Run 1, clock nets:
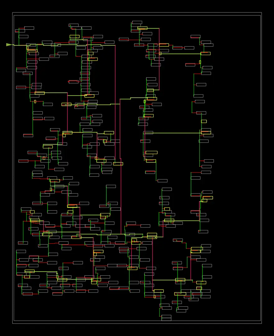
Run 1, routed clock nets over the placement:
Scale bar: 50 um.
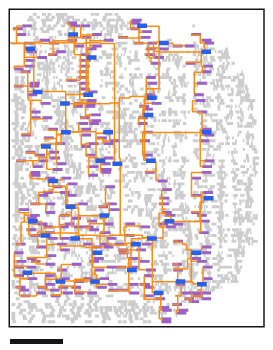
Run 1, signal metal coverage by tile:
Scale bar: 50 um. 24 x 30 tiles, from white (low) to dark blue (high), scaled to the fullest tile. Values are wire area over tile area, all layers added.
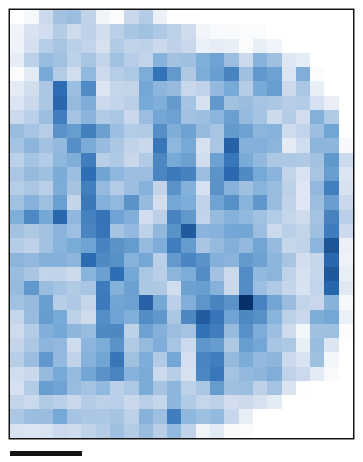
===== src/rtl/tx_huge_pages_rd_req_if.sv =====
`default_nettype none
// ============================================================================
// Module   : tx_huge_pages_rd_req_if
// Brief    : TRN transmit bus bundle between the read-request engine and core.
// Revision : 1.0 - initial release
// ============================================================================
interface tx_huge_pages_rd_req_if;
  logic [63:0] trn_td;
  logic [7:0]  trn_trem_n;
  logic        trn_tsof_n;
  logic        trn_teof_n;
  logic        trn_tsrc_rdy_n;
  logic        trn_tdst_rdy_n;

  modport master (
    output trn_td, trn_trem_n, trn_tsof_n, trn_teof_n, trn_tsrc_rdy_n,
    input  trn_tdst_rdy_n
  );

  modport slave (
    input  trn_td, trn_trem_n, trn_tsof_n, trn_teof_n, trn_tsrc_rdy_n,
    output trn_tdst_rdy_n
  );
endinterface
`default_nettype wire


===== src/rtl/tx_huge_pages_rd_req.sv =====
`default_nettype none
// ============================================================================
// Module   : tx_huge_pages_rd_req
// Brief    : Fetches unlocked huge pages alternately as chunked MRd TLPs and
//            pulses the page free flag once all completion qwords returned.
//            Define TX_RD32_EN to emit 3DW MRd32 for addresses below 4 GB.
// Revision : 1.0 - initial release
// ============================================================================
module tx_huge_pages_rd_req #(
  parameter int MAX_RD_QW  = 64,
  parameter int MAX_OUT_QW = 256
) (
  input  wire                     trn_clk,
  input  wire                     reset_n,
  tx_huge_pages_rd_req_if.master  trn,
  input  wire  [15:0]             cfg_completer_id,
  input  wire  [63:0]             huge_page_addr_1,
  input  wire  [63:0]             huge_page_addr_2,
  input  wire  [31:0]             huge_page_qwords_1,
  input  wire  [31:0]             huge_page_qwords_2,
  input  wire                     huge_page_status_1,
  input  wire                     huge_page_status_2,
  output logic                    huge_page_free_1,
  output logic                    huge_page_free_2,
  input  wire                     cpl_qw_valid
);

  localparam logic [31:0] c_MAX_RD_QW  = 32'(MAX_RD_QW);
  localparam logic [32:0] c_MAX_OUT_QW = 33'(MAX_OUT_QW);

  typedef enum logic [2:0] {
    S_IDLE = 3'd0,
    S_GATE = 3'd1,
    S_HDR0 = 3'd2,
    S_HDR1 = 3'd3,
    S_WAIT = 3'd4,
    S_FREE = 3'd5
  } state_t;

  state_t      state_q;
  logic        cur_q;          // 0 = page 1, 1 = page 2
  logic [4:0]  tag_q;
  logic [63:0] addr_q;
  logic [31:0] total_q;
  logic [31:0] req_q;
  logic [31:0] rcv_q;
  logic [31:0] chunk_q;
  logic [1:0]  free_q;
  logic [63:0] td_q;
  logic [7:0]  trem_q;
  logic        sof_q;
  logic        eof_q;
  logic        src_q;

  logic        w_page_rdy;
  logic [63:0] w_page_addr;
  logic [31:0] w_page_qw;
  logic [31:0] w_remain;
  logic [31:0] w_chunk;
  logic [32:0] w_outst;
  logic [9:0]  w_len;
  logic        w_rd32;
  logic [6:0]  w_fmt;
  logic [63:0] w_beat0;
  logic [63:0] w_beat1;
  logic [7:0]  w_trem1;

`ifdef TX_RD32_EN
  assign w_rd32 = (addr_q[63:32] == 32'd0);
`else
  assign w_rd32 = 1'b0;
`endif

  always_comb begin
    w_page_rdy  = cur_q ? huge_page_status_2 : huge_page_status_1;
    w_page_addr = cur_q ? huge_page_addr_2   : huge_page_addr_1;
    w_page_qw   = cur_q ? huge_page_qwords_2 : huge_page_qwords_1;
    w_remain    = total_q - req_q;
    w_chunk     = (w_remain > c_MAX_RD_QW) ? c_MAX_RD_QW : w_remain;
    // Outstanding window includes the chunk about to be requested.
    w_outst     = {1'b0, req_q - rcv_q} + {1'b0, w_chunk};
    w_len       = {w_chunk[8:0], 1'b0};
    w_fmt       = w_rd32 ? 7'b00_00000 : 7'b01_00000;
    w_beat0     = {1'b0, w_fmt, 1'b0, 3'b000, 4'b0000, 1'b0, 1'b0, 2'b00, 2'b00,
                   w_len, cfg_completer_id, 3'b000, tag_q, 4'hF, 4'hF};
    w_beat1     = w_rd32 ? {addr_q[31:0] & 32'hFFFF_FFF8, 32'h0000_0000}
                         : (addr_q & 64'hFFFF_FFFF_FFFF_FFF8);
    w_trem1     = w_rd32 ? 8'h0F : 8'h00;
  end

  always_ff @(posedge trn_clk or negedge reset_n) begin
    if (!reset_n) begin
      state_q <= S_IDLE;
      cur_q   <= 1'b0;
      tag_q   <= 5'd0;
      addr_q  <= 64'd0;
      total_q <= 32'd0;
      req_q   <= 32'd0;
      rcv_q   <= 32'd0;
      chunk_q <= 32'd0;
      free_q  <= 2'b00;
      td_q    <= 64'd0;
      trem_q  <= 8'hFF;
      sof_q   <= 1'b1;
      eof_q   <= 1'b1;
      src_q   <= 1'b1;
    end else begin
      free_q <= 2'b00;
      if (cpl_qw_valid && (state_q != S_IDLE) && (state_q != S_FREE)) begin
        rcv_q <= rcv_q + 32'd1;
      end

      case (state_q)
        S_IDLE: begin
          if (w_page_rdy) begin
            addr_q  <= w_page_addr;
            total_q <= w_page_qw;
            req_q   <= 32'd0;
            rcv_q   <= 32'd0;
            if (w_page_qw == 32'd0) begin
              free_q  <= cur_q ? 2'b10 : 2'b01;
              state_q <= S_FREE;
            end else begin
              state_q <= S_GATE;
            end
          end
        end
        S_GATE: begin
          if (w_outst <= c_MAX_OUT_QW) begin
            chunk_q <= w_chunk;
            td_q    <= w_beat0;
            trem_q  <= 8'h00;
            sof_q   <= 1'b0;
            src_q   <= 1'b0;
            state_q <= S_HDR0;
          end
        end
        S_HDR0: begin
          if (!trn.trn_tdst_rdy_n) begin
            td_q    <= w_beat1;
            trem_q  <= w_trem1;
            sof_q   <= 1'b1;
            eof_q   <= 1'b0;
            state_q <= S_HDR1;
          end
        end
        S_HDR1: begin
          if (!trn.trn_tdst_rdy_n) begin
            td_q    <= 64'd0;
            trem_q  <= 8'hFF;
            eof_q   <= 1'b1;
            src_q   <= 1'b1;
            addr_q  <= addr_q + (64'(chunk_q) << 3);
            req_q   <= req_q + chunk_q;
            tag_q   <= tag_q + 5'd1;
            state_q <= ((req_q + chunk_q) == total_q) ? S_WAIT : S_GATE;
          end
        end
        S_WAIT: begin
          if (rcv_q == total_q) begin
            free_q  <= cur_q ? 2'b10 : 2'b01;
            state_q <= S_FREE;
          end
        end
        S_FREE: begin
          cur_q   <= ~cur_q;
          state_q <= S_IDLE;
        end
        default: state_q <= S_IDLE;
      endcase
    end
  end

  assign trn.trn_td         = td_q;
  assign trn.trn_trem_n     = trem_q;
  assign trn.trn_tsof_n     = sof_q;
  assign trn.trn_teof_n     = eof_q;
  assign trn.trn_tsrc_rdy_n = src_q;
  assign huge_page_free_1   = free_q[0];
  assign huge_page_free_2   = free_q[1];

endmodule
`default_nettype wire


===== src/flat_wrapper.sv =====
// flat-port wrapper written by rule: the top's interface ports become plain ports
module tx_huge_pages_rd_req_flat 
#(
  parameter int MAX_RD_QW  = 64,
  parameter int MAX_OUT_QW = 256
)
  (trn_clk, reset_n, cfg_completer_id, huge_page_addr_1, huge_page_addr_2, huge_page_qwords_1, huge_page_qwords_2, huge_page_status_1, huge_page_status_2, huge_page_free_1, huge_page_free_2, cpl_qw_valid, trn_trn_td, trn_trn_trem_n, trn_trn_tsof_n, trn_trn_teof_n, trn_trn_tsrc_rdy_n, trn_trn_tdst_rdy_n);
  tx_huge_pages_rd_req_if trn_i ();
  input  wire trn_clk;
  input  wire reset_n;
  input  wire  [15:0] cfg_completer_id;
  input  wire  [63:0] huge_page_addr_1;
  input  wire  [63:0] huge_page_addr_2;
  input  wire  [31:0] huge_page_qwords_1;
  input  wire  [31:0] huge_page_qwords_2;
  input  wire huge_page_status_1;
  input  wire huge_page_status_2;
  output logic huge_page_free_1;
  output logic huge_page_free_2;
  input  wire cpl_qw_valid;
  output wire logic [$bits(trn_i.trn_td)-1:0] trn_trn_td;
  output wire logic [$bits(trn_i.trn_trem_n)-1:0] trn_trn_trem_n;
  output wire logic [$bits(trn_i.trn_tsof_n)-1:0] trn_trn_tsof_n;
  output wire logic [$bits(trn_i.trn_teof_n)-1:0] trn_trn_teof_n;
  output wire logic [$bits(trn_i.trn_tsrc_rdy_n)-1:0] trn_trn_tsrc_rdy_n;
  input wire logic [$bits(trn_i.trn_tdst_rdy_n)-1:0] trn_trn_tdst_rdy_n;
  assign trn_trn_td = trn_i.trn_td;
  assign trn_trn_trem_n = trn_i.trn_trem_n;
  assign trn_trn_tsof_n = trn_i.trn_tsof_n;
  assign trn_trn_teof_n = trn_i.trn_teof_n;
  assign trn_trn_tsrc_rdy_n = trn_i.trn_tsrc_rdy_n;
  assign trn_i.trn_tdst_rdy_n = trn_trn_tdst_rdy_n;
  tx_huge_pages_rd_req #(.MAX_RD_QW(MAX_RD_QW), .MAX_OUT_QW(MAX_OUT_QW)) u_core (.trn_clk(trn_clk), .reset_n(reset_n), .trn(trn_i), .cfg_completer_id(cfg_completer_id), .huge_page_addr_1(huge_page_addr_1), .huge_page_addr_2(huge_page_addr_2), .huge_page_qwords_1(huge_page_qwords_1), .huge_page_qwords_2(huge_page_qwords_2), .huge_page_status_1(huge_page_status_1), .huge_page_status_2(huge_page_status_2), .huge_page_free_1(huge_page_free_1), .huge_page_free_2(huge_page_free_2), .cpl_qw_valid(cpl_qw_valid));
endmodule

===== config.mk =====
export PLATFORM = sky130hd
export DESIGN_NAME = tx_huge_pages_rd_req_flat
export DESIGN_NICKNAME = d
export VERILOG_FILES = /design/src/rtl/tx_huge_pages_rd_req_if.sv /design/src/rtl/tx_huge_pages_rd_req.sv /design/src/flat_wrapper.sv
export SDC_FILE = /design/constraint.sdc
export NUM_CORES = 1
export LEC_CHECK = 0
export CAP_MARGIN = 15
export CORE_ASPECT_RATIO = 1.25
export CORE_UTILIZATION = 32
export CTS_CLUSTER_DIAMETER = 50
export DETAILED_ROUTE_END_ITERATION = 10
export GPL_TIMING_DRIVEN = 1
export PLACE_DENSITY = 0.48
export SLEW_MARGIN = 20
export SYNTH_ARGS = -nofsm -noshare
export SYNTH_HDL_FRONTEND = slang
export SYNTH_SLANG_ARGS = --single-unit

===== constraint.sdc =====
create_clock -name trn_clk -period 15.2 [get_ports trn_clk]
set_clock_uncertainty 0.1 [all_clocks]
set_input_delay 3.04 -clock trn_clk [delete_from_list [all_inputs] [get_ports trn_clk]]
set_output_delay 3.04 -clock trn_clk [all_outputs]
set_load 0.02 [all_outputs]

==> Table 3: Implementation characteristics, run 1 <==
Characteristics after synthesis and place and route

Parameter                              Value

STA
  Final period utilization    0.650

Hold path
  Startpoint of the tightest hold check path    u_core.tag_q[4]

Route
  Total iterations of the first detailed-routing run    5

Logic synthesis
  Top cells by area in the synthesized netlist    sky130_fd_sc_hd__dfrtp_1 (29%), sky130_fd_sc_hd__ha_1 (8.8%), sky130_fd_sc_hd__xnor2_1 (5.9%), sky130_fd_sc_hd__a21oi_1 (5.7%), sky130_fd_sc_hd__o21ai_0 (4.1%)
  Area fraction in and, or, nand and nor cells    0.183
  Asr flop ratio synth    1.00
  Total number of yosys warnings    0
  Netlist Area Pre-Place    22600 sq um
  FF+latch count, synth    266

GRT
  Met2 GRT Util    0.428

Worst setup path
  Kind of critical path    flip-flop to flip-flop
  Sort of element at the start of the critical path    flip-flop

Status
  Run status    finished, final reports clean

Floorplan
  Fp util    0.324
  Core footprint    69700 sq um

Clock tree
  Post-CTS Hold Fix Bufs    0
  Total clock sinks    266
  Clock Tree Root    sky130_fd_sc_hd__clkbuf_16

Placement
  Number of placed instances with taps included    3849

Finish
  Syn-to-layout area delta    22.0%
  Diodes inserted    0
-- 'clock nets' (at the start) --
clock buffer count: 55
count of sequential standard cells: 266

-- 'routed clock nets over the placement' (at the start) --
[clock wires] orange | length: 4680 um
[flip-flops] purple | count: 266
[clock-net drivers] blue | count: 37
flops lie: widely spread
routed clock nets: 38
P_clk: 0.912 mW
portion of total power attributed to the clock network: 0.282
later-pin clock latency in the skew report: 0.55 ns

-- 'signal metal coverage by tile' (at the start) --
tiles over half the peak: 23%
emptiest ninth of the die: upper right
nearly empty tiles: 8.6%
via count: 21200
wirelength, routed: 85800 um

run 1: cell type report:
class                           instances  area share
Multi-Input combinational cell       2223       0.544
Sequential cell                       266       0.242
Clock buffer                           55      0.0404
Clock inverter                         11     0.00567
Timing Repair Buffer                  307       0.109
Tap cell                              935      0.0424
Inverter                              118      0.0161
run 1: state kept, by name, indices dropped and copies added, names as in the netlist, 2 cells and up:
name	cells
u_core.addr_q	61
u_core.chunk_q	32
u_core.free_q	2
u_core.rcv_q	32
u_core.req_q	32
u_core.state_q	3
u_core.tag_q	5
u_core.total_q	32
u_core.trn.trn_td	62
run 1: power by group:
group	internal (mW)	switching (mW)	leakage (nW)
clock network	0.560	0.352	0.620
registers	0.778	0.108	3.38
logic	0.593	0.847	8.13
run 1: synthesized netlist by cell type (35+ instances only):
library cell / n
sky130_fd_sc_hd__a21o_1: 80
sky130_fd_sc_hd__a21oi_1: 258
sky130_fd_sc_hd__a31oi_1: 35
sky130_fd_sc_hd__clkbuf_1: 122
sky130_fd_sc_hd__dfrtp_1: 262
sky130_fd_sc_hd__ha_1: 159
sky130_fd_sc_hd__inv_1: 118
sky130_fd_sc_hd__mux2i_1: 89
sky130_fd_sc_hd__nand2_1: 233
sky130_fd_sc_hd__nand3_1: 66
sky130_fd_sc_hd__nand4_1: 54
sky130_fd_sc_hd__nor2_1: 203
sky130_fd_sc_hd__nor2b_1: 71
sky130_fd_sc_hd__nor3_1: 52
sky130_fd_sc_hd__nor4_1: 37
sky130_fd_sc_hd__o21ai_0: 186
sky130_fd_sc_hd__xnor2_1: 152
sky130_fd_sc_hd__xor2_1: 52
run 1: metrics by stage:
step / utilization / power [mW] / worst slack (ns) / hold WS, ns
2_1_floorplan: - / 1.89 / 8.72 / 0.338
3_3_place_gp: 0.377 / 2.30 / 5.16 / 0.357
3_5_place_dp: 0.377 / 2.30 / 5.23 / 0.361
4_1_cts: 0.396 / 3.23 / 5.21 / 0.374
5_1_grt: 0.396 / 3.45 / 4.73 / 0.398
6_report: 0.396 / 3.24 / 5.32 / 0.372
run 1: critical path, cell delays in order (launching register included):
cell,delay (ns)
sky130_fd_sc_hd__dfrtp_1,0.45
sky130_fd_sc_hd__inv_1,0.10
sky130_fd_sc_hd__ha_1,0.47
sky130_fd_sc_hd__a21oi_1,0.33
sky130_fd_sc_hd__o22ai_1,0.14
sky130_fd_sc_hd__or4b_1,0.55
sky130_fd_sc_hd__nor4_1,0.19
sky130_fd_sc_hd__nand4_1,0.22
sky130_fd_sc_hd__a2111oi_0,0.70
sky130_fd_sc_hd__o2111ai_1,0.21
sky130_fd_sc_hd__nor4_1,0.50
sky130_fd_sc_hd__nand4_1,0.75
sky130_fd_sc_hd__nor3_1,0.86
sky130_fd_sc_hd__ha_1,0.45
sky130_fd_sc_hd__a211oi_2,0.50
sky130_fd_sc_hd__o211ai_1,0.18
sky130_fd_sc_hd__a21oi_1,0.51
sky130_fd_sc_hd__a211oi_1,0.27
sky130_fd_sc_hd__o31ai_1,0.31
sky130_fd_sc_hd__o2111ai_1,0.20
sky130_fd_sc_hd__nor4_4,0.55
sky130_fd_sc_hd__and4_2,0.31
sky130_fd_sc_hd__buf_4,0.48
sky130_fd_sc_hd__mux2_2,0.39
Run 1, zoomed window:
Window x 100 to 140, y 130 to 170 um. Cells in grey, sequential cells in the stronger grey; small squares are vias.
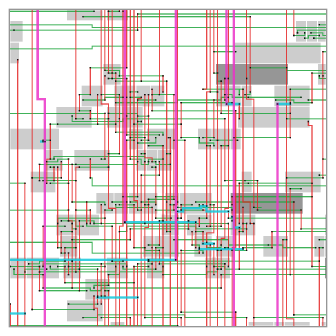

==> run 2, diff against run 1 <==
Clock period 15.2 ns to 10.1 ns, I/O delays scaled along.
Run 2, zoomed window:
Window x 100 to 140, y 130 to 170 um. Cells in grey, sequential cells in the stronger grey; small squares are vias.
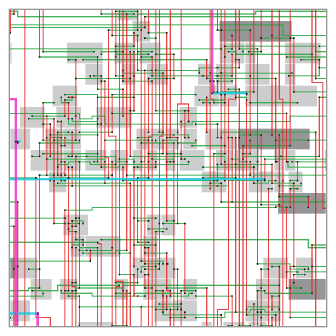
[M3] cyan
[M4] magenta
[M2] red
[M1] green
netlist names of flops here include: u_core.req_q (4)
cells with their middle in the window: 71
most frequent: o21ai_0 (5), a31oi_1 (5)
sequential cells in the window: 4

Run 2, signal metal coverage by tile:
Scale bar: 50 um. 24 x 30 tiles, from white (low) to dark blue (high), scaled to the fullest tile. Values are wire area over tile area, all layers added.
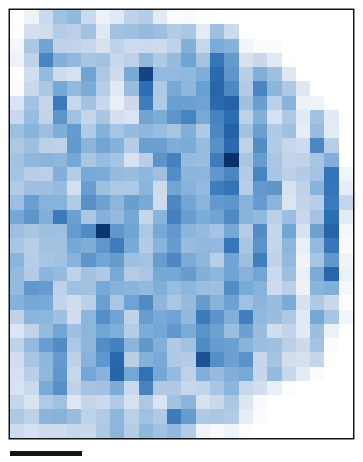
densest ninth of the die: centre
fullest tile: 0.53
tiles over half the peak: 23%
nearly empty tiles: 11%
Routed wire per std cell: 21.9 um
wirelength, routed: 86100 um
via count: 21400
Total GRT Usage: 0.238

==> Table 3: Implementation characteristics, run 2 <==
Characteristics after synthesis and place and route

Parameter                              Value

Logic synthesis
  Total number of yosys warnings    0
  Top cells by area in the synthesized netlist    sky130_fd_sc_hd__dfrtp_1 (29%), sky130_fd_sc_hd__ha_1 (8.8%), sky130_fd_sc_hd__xnor2_1 (5.9%), sky130_fd_sc_hd__a21oi_1 (5.7%), sky130_fd_sc_hd__o21ai_0 (4.1%)
  Mean cell area of the mapped netlist    8.26 sq um
  FF+latch count, synth    266
  Netlist Area Pre-Place    22600 sq um
  Asr flop ratio synth    1.00
  Post-synth top cells    sky130_fd_sc_hd__dfrtp_1 (262), sky130_fd_sc_hd__a21oi_1 (258), sky130_fd_sc_hd__nand2_1 (233)

Status
  Run status    finished, final reports clean

Route
  Final ANT Viol Nets    0
  Total iterations of the first detailed-routing run    5

STA
  Final period utilization    0.854

Clock tree
  CTS Buf Count    35
  Post-CTS Hold Fix Bufs    0
  Clock Tree Root    sky130_fd_sc_hd__clkbuf_16
  Later-pin clock latency in the skew report    0.55 ns
  Total clock sinks    266

Worst setup path
  CP dominant cell by count    sky130_fd_sc_hd__buf_4
  Critical-path cell with the highest stage delay    sky130_fd_sc_hd__a2111oi_0
  Kind of critical path    flip-flop to flip-flop
  Buffers and inverters on the worst path    7
  Endpoint required time on the critical path    10.43 ns
  Gate family responsible for the most delay along the worst path    AND-OR/OR-AND gates
  Critical Path Max Stage Delay    0.59 ns
  Sort of element at the start of the critical path    flip-flop

GRT
  GRT overflow    0
  Met2 GRT Util    0.435

Finish
  Largest register FFs    62
  Syn-to-layout area delta    22.4%
  Utilization after layout    0.397

Flow run
  # Max-Cap Violations    0

Floorplan
  Core footprint    69700 sq um
  Row count    108
  Fp util    0.324

Placement
  I/O Buffers    284
  Number of placed instances with taps included    3876
Run 2, routed clock nets over the placement:
Scale bar: 50 um.
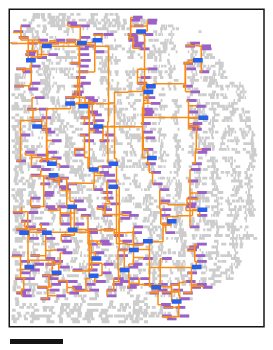
[flip-flops] purple | count: 266
[clock-net drivers] blue | count: 35
[clock wires] orange | length: 4620 um
routed clock nets: 36
flops lie: widely spread
P_clk: 1.25 mW
portion of total power attributed to the clock network: 0.260

==> run 2: worst paths after layout <==
check / start / end / slack (ns) / depth (start not counted)
worst max-delay path: u_core.req_q[22] / u_core.chunk_q[6] / 1.47 / 30
worst min-delay path: u_core.trn.trn_td[21] / u_core.trn.trn_td[21] / 0.39 / 2
worst max register to register: u_core.req_q[22] / u_core.chunk_q[6] / 1.47 / 30
worst min register to register: u_core.trn.trn_td[21] / u_core.trn.trn_td[21] / 0.39 / 2
max in group asynchronous: reset_n / u_core.trn.trn_td[43] / 7.13 / 2
min in group asynchronous: reset_n / u_core.trn.trn_td[25] / 1.39 / 1
==> run 2: report_power, final <==
group / total, mW / internal [mW] / switching, mW
logic: 2.22 / 0.922 / 1.30
clock network: 1.25 / 0.733 / 0.512
registers: 1.33 / 1.17 / 0.156
total: 4.79 / 2.83 / 1.96
==> run 2: area by class of cell <==
cell class,count,area (sq um),share of cell area
Antenna cell,1,2.50,0.0000904
Clock inverter,13,135,0.00488
Sequential cell,266,6670,0.241
Clock buffer,46,977,0.0353
Timing Repair Buffer,334,3270,0.118
Inverter,118,443,0.0160
Tap cell,935,1170,0.0423
Multi-Input combinational cell,2223,15000,0.543
==> run 2: worst reg2reg max path: cells and delay by family (launching register included) <==
family / cells / cell delay [ns]
AND/OR/NAND/NOR: 7 / 1.93
adder cells (fa/ha/maj): 3 / 0.98
AND-OR/OR-AND: 12 / 3.49
multiplexers: 1 / 0.36
buffers and inverters: 7 / 1.18
flip-flops: 1 / 0.47
==> run 2: stage by stage <==
stage | area (sq um) | total power, mW | hold slack, ns | setup WS [ns]
finish | 27700 | 4.79 | 0.386 | 1.47
CTS | 27700 | 4.79 | 0.392 | 1.62
detailed placement | 26600 | 3.51 | 0.373 | 1.63
floorplan | 22700 | 2.84 | 0.338 | 3.62
global route | 27700 | 5.10 | 0.409 | 0.951
global placement | 26600 | 3.49 | 0.359 | 1.72
==> run 2: kinds of logic after synthesis <==
group,Yosys count,share of synthesized area
muxes,106,0.0478
other,1,0.000166
xor gates and xnor gates,211,0.0857
DFF,266,0.294
and+or+nand+nor,844,0.183
AOI/OAI and AO/OA,873,0.248
buffers and inverters,273,0.0481
adders and majority gates,164,0.0924
==> run 2: layer usage <==
| layer | wire, um | up-vias |
|---|---|---|
| li1 | - | 10500 |
| met1 | 36600 | 10400 |
| met2 | 44200 | 436 |
| met3 | 2840 | 108 |
| met4 | 2430 | 4 |
| met5 | 23 | - |
Power and IR drop assume default switching activity.
